File: src/rtl/mem_stage_lsu.sv
// ---------------------------------------------------------------------------
// mem_stage_lsu : MEM-stage load/store unit driving a req/ack word bus
// Revision 1.0  : initial release
// ---------------------------------------------------------------------------
`default_nettype none

module mem_stage_lsu #(
  parameter int WIDTH = 32
) (
  input  logic               clk,
  input  logic               rst,
  input  logic [WIDTH-1:0]   ALUResultM,
  input  logic [WIDTH-1:0]   WriteDataM,
  input  logic               MemWriteM,
  input  logic [1:0]         ResultSrcM,
  input  logic [2:0]         AddrModeM,
  output logic [WIDTH-1:0]   ReadDataM,
  output logic               StallM,
  output logic               MisalignM,
  output logic               bus_req,
  output logic               bus_we,
  output logic [WIDTH-1:0]   bus_addr,
  output logic [WIDTH-1:0]   bus_wdata,
  output logic [WIDTH/8-1:0] bus_be,
  input  logic [WIDTH-1:0]   bus_rdata,
  input  logic               bus_ack
);

  typedef enum logic [1:0] {
    S_IDLE = 2'd0,
    S_WAIT = 2'd1,
    S_DONE = 2'd2
  } state_t;

  state_t state, state_next;

  logic               access;
  logic               misaligned;
  logic               issue;
  logic [1:0]         offset;
  logic [WIDTH-1:0]   store_wdata;
  logic [WIDTH/8-1:0] store_be;
  logic [2:0]         mode_q;
  logic [1:0]         offset_q;
  logic               load_q;
  logic [WIDTH-1:0]   lane;
  logic [WIDTH-1:0]   load_data;

  assign offset = ALUResultM[1:0];
  assign access = MemWriteM | (ResultSrcM == 2'b01);
  assign issue  = (state == S_IDLE) && access && !misaligned;

  // Unknown size encodings behave as full-word accesses.
  always_comb begin
    misaligned = 1'b0;
    case (AddrModeM)
      3'b000, 3'b100: misaligned = 1'b0;
      3'b001, 3'b101: misaligned = offset[0];
      default:        misaligned = |offset;
    endcase
  end

  always_comb begin
    store_wdata = WriteDataM;
    store_be    = 4'b1111;
    case (AddrModeM)
      3'b000, 3'b100: begin
        store_wdata = {4{WriteDataM[7:0]}};
        store_be    = 4'b0001 << offset;
      end
      3'b001, 3'b101: begin
        store_wdata = {2{WriteDataM[15:0]}};
        store_be    = 4'b0011 << offset;
      end
      default: begin
        store_wdata = WriteDataM;
        store_be    = 4'b1111;
      end
    endcase
  end

  // Extraction uses the size and offset captured when the request was issued.
  assign lane = bus_rdata >> {offset_q, 3'b000};

  always_comb begin
    load_data = bus_rdata;
    case (mode_q)
      3'b000:  load_data = {{(WIDTH-8){lane[7]}}, lane[7:0]};
      3'b100:  load_data = {{(WIDTH-8){1'b0}}, lane[7:0]};
      3'b001:  load_data = {{(WIDTH-16){lane[15]}}, lane[15:0]};
      3'b101:  load_data = {{(WIDTH-16){1'b0}}, lane[15:0]};
      default: load_data = bus_rdata;
    endcase
  end

  always_comb begin
    state_next = state;
    StallM     = 1'b0;
    case (state)
      S_IDLE: begin
        if (issue) begin
          StallM     = 1'b1;
          state_next = S_WAIT;
        end
      end
      S_WAIT: begin
        StallM = 1'b1;
        if (bus_ack) state_next = S_DONE;
      end
      S_DONE:  state_next = S_IDLE;
      default: state_next = S_IDLE;
    endcase
  end

  always_ff @(posedge clk) begin
    if (rst) begin
      state     <= S_IDLE;
      bus_req   <= 1'b0;
      bus_we    <= 1'b0;
      bus_addr  <= '0;
      bus_wdata <= '0;
      bus_be    <= '0;
      ReadDataM <= '0;
      MisalignM <= 1'b0;
      mode_q    <= 3'b000;
      offset_q  <= 2'b00;
      load_q    <= 1'b0;
    end else begin
      state     <= state_next;
      MisalignM <= (state == S_IDLE) && access && misaligned;
      if (issue) begin
        bus_req   <= 1'b1;
        bus_we    <= MemWriteM;
        bus_addr  <= {ALUResultM[WIDTH-1:2], 2'b00};
        bus_wdata <= store_wdata;
        bus_be    <= MemWriteM ? store_be : 4'b1111;
        mode_q    <= AddrModeM;
        offset_q  <= offset;
        load_q    <= !MemWriteM;
      end
      if ((state == S_WAIT) && bus_ack) begin
        bus_req <= 1'b0;
        if (load_q) ReadDataM <= load_data;
      end
    end
  end

endmodule

`default_nettype wire

File: config.mk
export PLATFORM = sky130hd
export DESIGN_NAME = mem_stage_lsu
export DESIGN_NICKNAME = d
export VERILOG_FILES = /design/src/rtl/mem_stage_lsu.sv
export SDC_FILE = /design/constraint.sdc
export NUM_CORES = 1
export LEC_CHECK = 0
export CAP_MARGIN = 20
export CORE_ASPECT_RATIO = 2
export CORE_MARGIN = 3
export CORE_UTILIZATION = 40
export DETAILED_ROUTE_END_ITERATION = 10
export PLACE_DENSITY = 0.76
export SLEW_MARGIN = 15
export SYNTH_ARGS = -nofsm -noshare
export SYNTH_HDL_FRONTEND = slang
export SYNTH_SLANG_ARGS = --single-unit
File: constraint.sdc
create_clock -name clk -period 2.3 [get_ports clk]
set_input_delay 0.23 -clock clk [delete_from_list [all_inputs] [get_ports clk]]
set_output_delay 0.23 -clock clk [all_outputs]
set_load 0.01 [all_outputs]
==> impl_metrics.ini, run 1 <==
; implementation run metrics
[run_status]
status = finished clean

[power]
powerSeq_w = 0.00207
internal_power_w = 0.00341
finalPower_w = 0.00478
p_leak_nw = 2.64
pg_comb_w = 0.00113

[route]
viasPerCell = 5.77
highest_layer = met4
remaining_drc_errors = 0
firstDrtPassIters = 5

[cts]
post_cts_buffers = 0
cts.hold.buffers_added = 0
clock_latency_ns = 0.34
clkTransAtPathRegs_ns = 0.07
cts_tree = yes
htree_levels = 3
cts_buffer_depth = 2
cts_resized = 0

[worst_setup_path]
crit_end = StallM
crit_chain = clkdlybuf4s50_1 > a21oi_1 > or2_2 > o21ai_0 > a21oi_1 > clkdlybuf4s50_1
cp_data_required_time_ns = 2.07
crit_family = buffers and inverters
cp_slowest_cell = clkdlybuf4s50_1
startpoint = AddrModeM[1]

[global_route]
grt_pass1_vias = 5503

[min_path]
holdCritStartpoint = rst

[yosys]
netlist_area_um2 = 5040
edf_count = 0
syn_avg_cell_area_um2 = 8.43
ys_top_cells_by_area = dfxtp_1 (43%), a21oi_1 (10%), mux2i_1 (8.3%)
ys_sh_aoi = 0.296

[finish]
sh_seq_area = 0.289
nets = 883
flop_area_um2 = 2180
fillCellCount = 1082
largest_class = combinational gates
inv_count = 3
seq_cells = 109

[floorplan]
die_x_um = 85.4
std_cell_rows = 57

[sta]
worstMarginPinSlew_ns = 0.843

[run]
maxCapViolations = 0

[placement]
gp_congestion = 0.922
Figure 1. Congestion heat map (run 1).
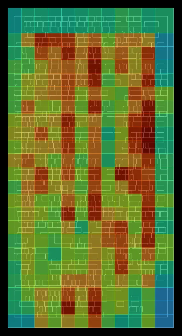
final core utilization: 0.616
met2 Usage GRT: 0.467

Figure 2. Gate families picked out (run 1).
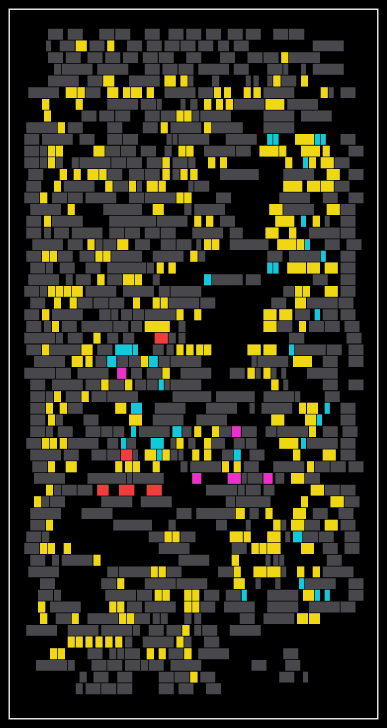
legend:
  magenta:
    family: AND and OR gates
    cells: 5
    most_used: or3_1
  red:
    family: AND-OR and OR-AND gates
    cells: 5
    most_used: o211a_1
  yellow:
    family: inverting AOI/OAI gates
    cells: 239
    most_used: a21oi_1
    where: spread over the die
  cyan:
    family: NOR gates
    cells: 33
    most_used: nor2_1
Commonest Layout Cell: clkdlybuf4s50_1
final non-filler cell total: 929

Figure 3. The metal 3 layer (run 1).
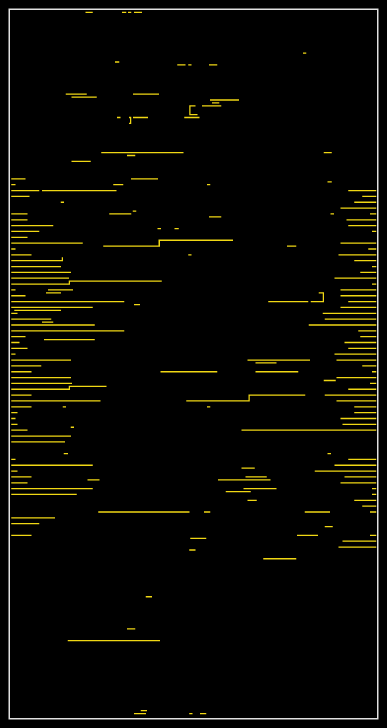
longest straight run: 31.1 µm
wire length on this layer: 1210 µm
main direction: horizontal
nets with wire on the layer: 156
share of all routed wire: 6.6%
met3 usage: 0.0469
wirelength, routed: 18.3 mm
Vias: 5358

==> run 1 -> run 2 <==
- CELL_PAD_IN_SITES_DETAIL_PLACEMENT: default -> 0
- CELL_PAD_IN_SITES_GLOBAL_PLACEMENT: default -> 1
- CORE_UTILIZATION: 40 -> 31
- PLACE_DENSITY: 0.76 -> default
- PLACE_DENSITY_LB_ADDON: default -> 0.1
==> run 2 against run 1 <==
Effect of this change: flip-flop count is the same; register-to-register slack better by 0.09 ns; sequential power is essentially flat; die area up 27%; power rose by 1.4%; clock-buffer cell count up 2; global-route usage decreased by 4.1 points; via count is 3.0% lower; largest cell class unchanged; critical path depth stayed put; fmax fell by 1.6%; largest power group unchanged.
==> impl_metrics.ini, run 2 <==
; implementation run metrics
[floorplan]
die_x_um = 96.2
tap_cells = 201
std_cell_rows = 65

[cts]
cts_root_buf = clkbuf_16
clock_latency_ns = 0.35
cts.hold.buffers_added = 0
cts_buffer_depth = 2
cts_resized = 0
post_cts_buffers = 0
clkTransAtPathRegs_ns = 0.07
htree_levels = 3
cts_tree = yes
numCtsBuffers = 9

[worst_setup_path]
startpoint = AddrModeM[1]
crit_chain = clkdlybuf4s50_1 > a21oi_1 > or2_2 > o21ai_0 > a21oi_1 > clkdlybuf4s50_1
reg2reg_depth = 5
cp_slowest_cell = clkdlybuf4s50_1
r2r-end = ReadDataM[9]
cp_num_buf_inv = 2
worstPathMaxFanout = 4
r2r_start = offset_q[0]
cp_data_required_time_ns = 2.07
crit_end = StallM
crit_family = buffers and inverters
worstPathArrival_ns = 1.95

[yosys]
top_cells_by_count = dfxtp_1 (109), a21oi_1 (102), o21ai_0 (70)
ys_sh_simple = 0.121
syn_avg_cell_area_um2 = 8.43
edf_count = 0
ys_area_um2 = 5040
ys_top_cells_by_area = dfxtp_1 (43%), a21oi_1 (10%), mux2i_1 (8.3%)
logic_family = AND-OR/OR-AND gates
netlist_area_um2 = 5040
ys_sh_aoi = 0.296

[sta]
final.setup.tns_ns = 0
period_minus_slack_ns = 2.18
relSlewSlack = 0.447
whs_ns = 0.300
skew_ns = 0.0102
worstMarginPinSlew_ns = 0.823

[finish]
seq_cells = 109
top_regs = ReadDataM x32, bus_wdata x32, bus_addr x30
layout_top_cell = clkdlybuf4s50_1
comb_area_frac = 0.335
nets = 884
nClkBuffers = 11
largest_class = combinational gates
final-instance-count-excl-fill = 985
fillCellCount = 1583
logic_area_um2 = 2570
inv_count = 3

[power]
internal_power_w = 0.00347
p_leak_nw = 2.66
clock_power_w = 0.00166
finalPower_w = 0.00484
pg_comb_w = 0.00112
power_frac_comb = 0.231
maxPowerGroup = registers
p_clk_frac = 0.342

[placement]
gp_congestion = 0.857

[route]
firstDrtPassIters = 4
remaining_drc_errors = 0
viasPerCell = 5.28
highest_layer = met4
first_iter_violations = 201

[global_route]
overflow = 0
antenna_found_initial = 0
grt_pass1_vias = 5285

[min_path]
worstHoldPathType = in2reg
holdCritStartpoint = rst

[run]
maxCapViolations = 0

[run_status]
status = finished clean
Figure 4. Register map, names as in the netlist (run 2).
The bar under the picture is 20 µm long.
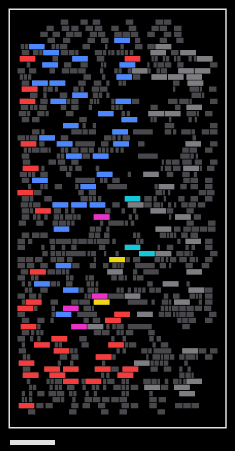
legend:
  red:
    signal: `bus_addr`
    flops: 30
  cyan:
    signal: `mode_q`
    flops: 3
  yellow:
    signal: `state`
    flops: 2
  magenta:
    signal: `bus_be`
    flops: 4
  blue:
    signal: `bus_wdata`
    flops: 32
not coloured: 38
Seq/total area: 0.285
final core utilization: 0.483
Seq group: 0.00207 W
Flop area: 2180 µm²

Figure 5. Congestion heat map (run 2).
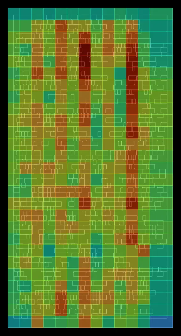
met3 usage: 0.0460
routed len/inst: 19.2 µm

Figure 6. The metal 3 layer (run 2).
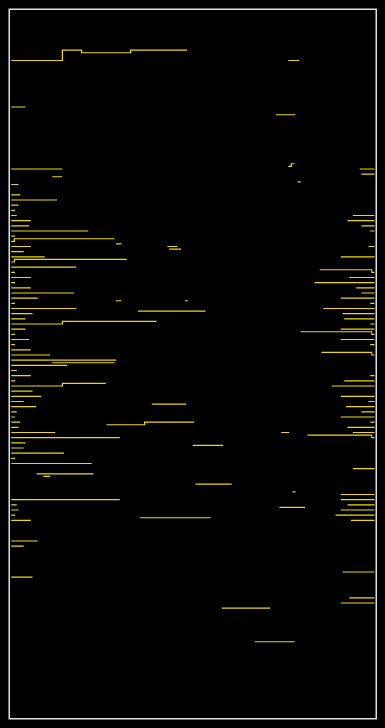
main direction: horizontal
wire length on this layer: 1060 µm
longest straight run: 29.4 µm
nets with wire on the layer: 126
wirelength, routed: 18.9 mm
Vias: 5199

Power and IR drop assume default switching activity.
